`config.mk`:
```
export PLATFORM = sky130hd
export DESIGN_NAME = bn_requant_stage
export DESIGN_NICKNAME = d
export VERILOG_FILES = /design/src/rtl/bn_requant_stage.sv
export SDC_FILE = /design/constraint.sdc
export NUM_CORES = 1
export LEC_CHECK = 0
export CORE_MARGIN = 1.5
export CORE_UTILIZATION = 54
export CTS_CLUSTER_DIAMETER = 60
export CTS_CLUSTER_SIZE = 30
export DETAILED_ROUTE_END_ITERATION = 10
export PLACE_DENSITY = 0.82
export SETUP_SLACK_MARGIN = 0.5
export SYNTH_ARGS = -nofsm -noshare
export SYNTH_HDL_FRONTEND = slang
export SYNTH_SLANG_ARGS = --single-unit
export TNS_END_PERCENT = 5
```
`constraint.sdc`:
```
create_clock -name clk -period 5.3 [get_ports clk]
set_clock_uncertainty 0.15 [all_clocks]
set_input_delay 1.59 -clock clk [delete_from_list [all_inputs] [get_ports clk]]
set_output_delay 1.59 -clock clk [all_outputs]
set_load 0.02 [all_outputs]
```
`src/rtl/bn_requant_stage.sv`:
```
// Batchnorm bias add, round-half-up rescale, saturation and optional ReLU.
// Two-stage valid/ready pipeline with a channel sequencer and a saturation event counter.
module bn_requant_stage #(
  parameter int                  BITS  = 17,
  parameter int                  NFRAC = 8,
  parameter int                  NCH   = 16,
  parameter logic [NCH*BITS-1:0] BIAS  = '0,
  parameter int                  RELU  = 0
) (
  input  logic                                   clk,
  input  logic                                   reset,
  input  logic                                   in_valid,
  output logic                                   in_ready,
  input  logic signed [2*BITS-1:0]               in_data,
  output logic                                   out_valid,
  input  logic                                   out_ready,
  output logic signed [BITS-1:0]                 out_data,
  output logic [((NCH > 1) ? $clog2(NCH) : 1)-1:0] out_ch,
  output logic                                   out_last,
  output logic [15:0]                            sat_count
);

  localparam int CHW = (NCH > 1) ? $clog2(NCH) : 1;
  localparam int SW  = 2*BITS + 1;
  localparam int RW  = SW + 1;

  localparam logic signed [RW-1:0] MAXV = {{(RW-BITS+1){1'b0}}, {(BITS-1){1'b1}}};
  localparam logic signed [RW-1:0] MINV = {{(RW-BITS+1){1'b1}}, {(BITS-1){1'b0}}};
  localparam logic signed [RW-1:0] HALF = {{(RW-1){1'b0}}, 1'b1} << (NFRAC-1);

  logic                   s1_valid_q, s1_valid_d;
  logic signed [SW-1:0]   s1_sum_q, s1_sum_d;
  logic [CHW-1:0]         s1_ch_q, s1_ch_d;
  logic [CHW-1:0]         ch_q, ch_d;
  logic                   out_valid_q, out_valid_d;
  logic signed [BITS-1:0] out_data_q, out_data_d;
  logic [CHW-1:0]         out_ch_q, out_ch_d;
  logic                   out_last_q, out_last_d;
  logic                   sat_q, sat_d;
  logic [15:0]            sat_count_q, sat_count_d;

  logic                   s2_adv, s1_adv, in_xfer, out_xfer;
  logic signed [BITS-1:0] bias_sel;
  logic signed [SW-1:0]   bias_ext, in_ext, sum_new;
  logic signed [RW-1:0]   sum_ext, rnd;
  logic signed [BITS-1:0] val;
  logic                   val_sat;

  assign s2_adv   = !out_valid_q || out_ready;
  assign s1_adv   = !s1_valid_q || s2_adv;
  assign in_xfer  = in_valid && s1_adv;
  assign out_xfer = out_valid_q && out_ready;

  // Stage-1 arithmetic: bias aligned to the product's fractional point, one guard bit.
  always_comb begin
    bias_sel = BIAS[int'(ch_q)*BITS +: BITS];
    bias_ext = {{(SW-BITS){bias_sel[BITS-1]}}, bias_sel} <<< NFRAC;
    in_ext   = {in_data[2*BITS-1], in_data};
    sum_new  = in_ext + bias_ext;
  end

  // Stage-2 arithmetic: round half up, saturate, then the ReLU clamp (never counted as saturation).
  always_comb begin
    sum_ext = {s1_sum_q[SW-1], s1_sum_q};
    rnd     = (sum_ext + HALF) >>> NFRAC;
    if (rnd > MAXV) begin
      val     = MAXV[BITS-1:0];
      val_sat = 1'b1;
    end else if (rnd < MINV) begin
      val     = MINV[BITS-1:0];
      val_sat = 1'b1;
    end else begin
      val     = rnd[BITS-1:0];
      val_sat = 1'b0;
    end
    if (RELU != 0 && val[BITS-1]) begin
      val = '0;
    end else begin
      val = val;
    end
  end

  always_comb begin
    s1_valid_d  = s1_valid_q;
    s1_sum_d    = s1_sum_q;
    s1_ch_d     = s1_ch_q;
    ch_d        = ch_q;
    out_valid_d = out_valid_q;
    out_data_d  = out_data_q;
    out_ch_d    = out_ch_q;
    out_last_d  = out_last_q;
    sat_d       = sat_q;
    sat_count_d = sat_count_q;
    if (s1_adv) begin
      s1_valid_d = in_valid;
    end else begin
      s1_valid_d = s1_valid_q;
    end
    if (in_xfer) begin
      s1_sum_d = sum_new;
      s1_ch_d  = ch_q;
      ch_d     = (ch_q == CHW'(NCH-1)) ? '0 : ch_q + 1'b1;
    end else begin
      ch_d = ch_q;
    end
    if (s2_adv) begin
      out_valid_d = s1_valid_q;
      if (s1_valid_q) begin
        out_data_d = val;
        out_ch_d   = s1_ch_q;
        out_last_d = (s1_ch_q == CHW'(NCH-1));
        sat_d      = val_sat;
      end else begin
        sat_d = sat_q;
      end
    end else begin
      out_valid_d = out_valid_q;
    end
    if (out_xfer && sat_q && sat_count_q != 16'hFFFF) begin
      sat_count_d = sat_count_q + 16'd1;
    end else begin
      sat_count_d = sat_count_q;
    end
  end

  always_ff @(posedge clk) begin
    if (reset) begin
      s1_valid_q  <= 1'b0;
      s1_sum_q    <= '0;
      s1_ch_q     <= '0;
      ch_q        <= '0;
      out_valid_q <= 1'b0;
      out_data_q  <= '0;
      out_ch_q    <= '0;
      out_last_q  <= 1'b0;
      sat_q       <= 1'b0;
      sat_count_q <= 16'd0;
    end else begin
      s1_valid_q  <= s1_valid_d;
      s1_sum_q    <= s1_sum_d;
      s1_ch_q     <= s1_ch_d;
      ch_q        <= ch_d;
      out_valid_q <= out_valid_d;
      out_data_q  <= out_data_d;
      out_ch_q    <= out_ch_d;
      out_last_q  <= out_last_d;
      sat_q       <= sat_d;
      sat_count_q <= sat_count_d;
    end
  end

  assign in_ready  = s1_adv;
  assign out_valid = out_valid_q;
  assign out_data  = out_data_q;
  assign out_ch    = out_ch_q;
  assign out_last  = out_last_q;
  assign sat_count = sat_count_q;

endmodule

```
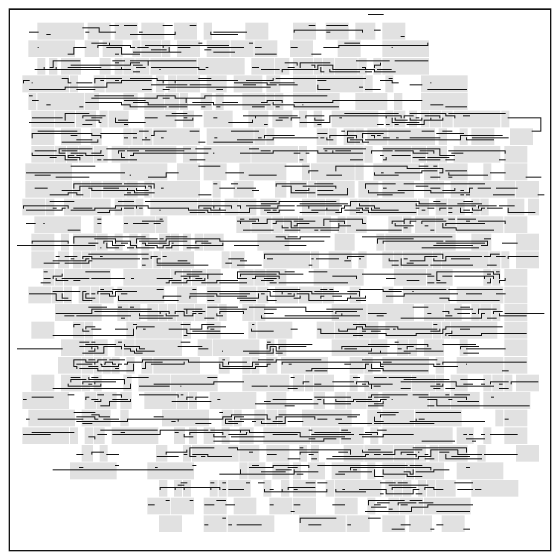
**Above:** the metal 1 layer.
nets with wire on the layer: 469
wire length on this layer: 3,770 um
share of all routed wire: 46%

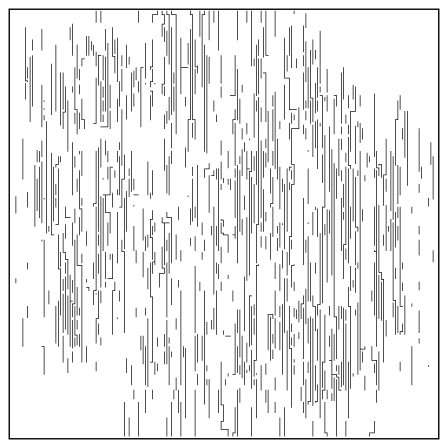
**Above:** M2 wires.
wire length on this layer: 3,950 um
main direction: vertical
nets with wire on the layer: 439
longest straight run: 42.7 um
share of all routed wire: 48%

==> qor.csv <==
stage;metric;value;unit
outcome;outcome;finished, final reports clean;
critical_path;worst reg2reg path endpoint;out_data[9];
synthesis;top cells by area;dfxtp_1, nand2_1, a21oi_1;
min_path;Hold Path Class;register to register;
synthesis;YS chip area;3500;um^2
place;Port Buf Inserts;70;
critical_path;CP Buf/Inv Count;2;
grt;met1 GRT Util;31.61;%
critical_path;Req. time, crit path;3560;ps
critical_path;Crit Path Category;primary input to primary output;
critical_path;reg2reg path depth;8;
synthesis;number of library cell types mapped by synthesis;54;
die;Site Rows;29;
cells_and_area;fillers;517;
place;post-place setup slack;499.7;ps
synthesis;Mux cell area share;0.7151;%
synthesis;xor+xnor area frac;8.009;%
synthesis;aoi share;17.13;%
synthesis;main flop type;dfxtp_1;
grt;antenna violations before repair;0;
critical_path;Crit Path Max Fanout;5;
grt;Total Routing Usage GR;24.51;%
synthesis;adder share;1.073;%
timing;Worst slew margin;44.65;%
timing;Final Max Tran Viols;0;
clocking;CTS clk-pin slew, worst paths;70;ps
die;Initial Util;55.43;%
grt;M2 GR Usage;40.35;%
run;Max Cap Violations;0;
synthesis;post-synth top area cell;dfxtp_1;
pwr;Clk pwr share;38.5;%
timing;TNS Setup;0;ps
routing;routed wire length;8240;um
critical_path;Critical Path AT;2970;ps
synthesis;number of synthesized flops with an enable pin;0;
clocking;clock buffer depth;2;
critical_path;Crit path top cell by count;clkdlybuf4s50_1;
grt;first-pass GRT wire length;13890;um
pwr;combinational share of power;12.0;%
synthesis;fraction of registers with async set/reset;0;%
cells_and_area;fin util;70.75;%
critical_path;WP depth;4;
die;core footprint;6314;um^2
grt;GRT busiest layer;met2;
min_path;hold path endpoint;out_ch[0];
synthesis;Dominant comb cell;simple AND/OR/NAND/NOR gates;
critical_path;beginning of the critical path;out_ready;
timing;Fmax achieved;0.2125;GHz
critical_path;Critical Path Sink Type;primary output;
place;DP Area;4248;um^2
synthesis;# Cells Yosys;421;
critical_path;Top delay family on crit path;buffers and inverters;
timing;Final WS setup;594.5;ps
die;Die Area;6973;um^2
routing;initial DRC count;151;
synthesis;YS warnings;0;
pwr;Int Power;0.0009433;W
synthesis;Synthesized registers;76;
synthesis;syn nets;462;
timing;setup repair after global routing missed its margin;no;
critical_path;Critical R2R Launch;s1_sum_q[8];
pwr;PwrDens;281.0;nW/um^2
clocking;total CTS buffers;9;
clocking;Post-CTS Setup Bufs;0;
pwr;Tot Pwr;0.001255;W
grt;met3 Track Usage GR;4.748;%
timing;Hold WS;309.9;ps
cells_and_area;Syn-to-layout area delta;27.64;%
synthesis;syn avg cell area;8.313;um^2
pwr;Flop pwr share;49.5;%
routing;Avg WL per Cell;14.48;um
die;width of the die;83.51;um
synthesis;most frequent cell after synthesis;nand2_1;
place;DP HPWL;5602;um
routing;Via density;5.555;
synthesis;post-synthesis instance total;421;
grt;number of global-route vias before repair;2899;
cells_and_area;Logic cell area;1877;um^2
pwr;switching part of the total;24.86;%
clocking;# resized after CTS;1;
critical_path;crit-path max cell delay;560;ps
critical_path;CP endpoint;in_ready;
synthesis;Synth Seq Share;43.48;%
timing;final hold violation count;0;
critical_path;CP max stage cell;clkdlybuf4s50_1;
grt;largest net degree at the start of global routing;62;
timing;endpoints failing setup;0;
critical_path;CP Cell Sequence;clkdlybuf4s50_1, nor2b_2, nand2_1, clkdlybuf4s50_1;
routing;routed via count;3161;
routing;Routed Antenna Nets;0;
pwr;Net Switching;0.0003121;W
synthesis;Area leader share;43.48;%
min_path;hold path startpoint;out_ch[0];
grt;GRT Residual Overflow;0;
synthesis;top cells by count;nand2_1, dfxtp_1, a21oi_1, nor2_1, xnor2_1;
timing;Tightest Pin Transition;830.2;ps
clocking;CTS H-tree lvls;3;
critical_path;Worst setup SP type;primary input;
cells_and_area;final std cells w/o fill;569;
die;I/O pin count;78;
critical_path;Worst R2R Setup Slack;2630;ps
run;Log Warnings;33;
clocking;cts-stage hold buffer count;0;
pwr;leakage power;1.548;nW
cells_and_area;share of cells above drive strength 1;9.756;%
clocking;root buffer cell;clkbuf_8;
timing;min Tclk post-route;4706;ps
routing;detailed-route DRC error count;0;
place;Placed Cells;553;
cells_and_area;register area;1521;um^2
synthesis;Post-Synthesis Cell Area;3500;um^2
clocking;Clock Latency Late Sink;350;ps
cells_and_area;Finished Cell Area;4467;um^2
cells_and_area;n_diodes;0;
pwr;VDD IR-drop max;0.0001895;V
die;Die Y-Extent;83.51;um
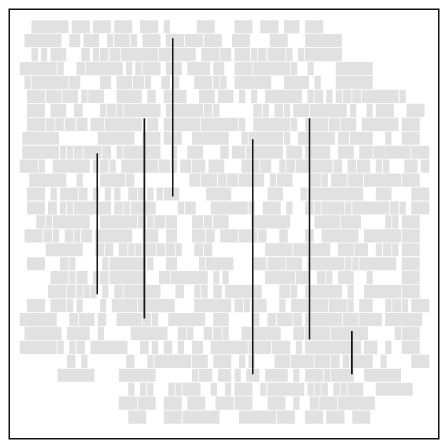
**Above:** metal 4.
longest straight run: 45.6 um
share of all routed wire: 2.3%

## worst min-delay path, cell delays in order (launching register included)
cell and delay [ps]:
dfxtp_1 310, nand2_1 50, a21oi_1 50
## layout by cell type (no fill, tap or decap), types with 3 or more instances in the layout
| cell type | instances |
|---|---|
| nand2_1 | 91 |
| dfxtp_1 | 76 |
| clkdlybuf4s50_1 | 69 |
| a21oi_1 | 45 |
| nor2_1 | 45 |
| xnor2_1 | 17 |
| xor2_1 | 15 |
| nand3_1 | 12 |
| clkbuf_8 | 10 |
| nand4_1 | 9 |
| inv_1 | 8 |
| a211oi_2 | 8 |
| a211oi_1 | 8 |
| nor3_1 | 6 |
| and3_1 | 5 |
| o21ai_0 | 5 |
| or3_1 | 4 |
| buf_4 | 4 |
| nor4_1 | 3 |
| ha_1 | 3 |
| clkinv_2 | 3 |
## power groups by stage
stage | Sequential [W] | Clock [W] | Combinational [W]
floorplan | 0.000641 | 0 | 0.0000765
global placement | 0.000633 | 0 | 0.000147
detailed placement | 0.000634 | 0 | 0.000149
CTS | 0.000621 | 0.000488 | 0.000151
global route | 0.000625 | 0.000514 | 0.000164
finish | 0.000621 | 0.000484 | 0.000150
## cell type report
class	count	share of cell area [%]
Tap cell	77	2.157
Sequential cell	76	34.06
Clock buffer	11	3.165
Inverter	8	0.6723
Clock inverter	5	1.681
Timing Repair Buffer	74	16.25
Multi-Input combinational cell	318	42.02
## sequential cells by signal, summed over array words and instances (netlist names)
name,flops
ch_q,4
s1_sum_q,27
out_data,17
out_ch,4
out_valid,1
s1_ch_q,4
s1_valid_q,1
sat_count,16
sat_q,1
out_last,1
## metal layers
metal	vias to the layer above	share of wire, %
li1	1584	-
met1	1489	46
met2	70	48
met3	18	4.0
met4	0	2.3
met5	-	0
Power and IR drop assume default switching activity.
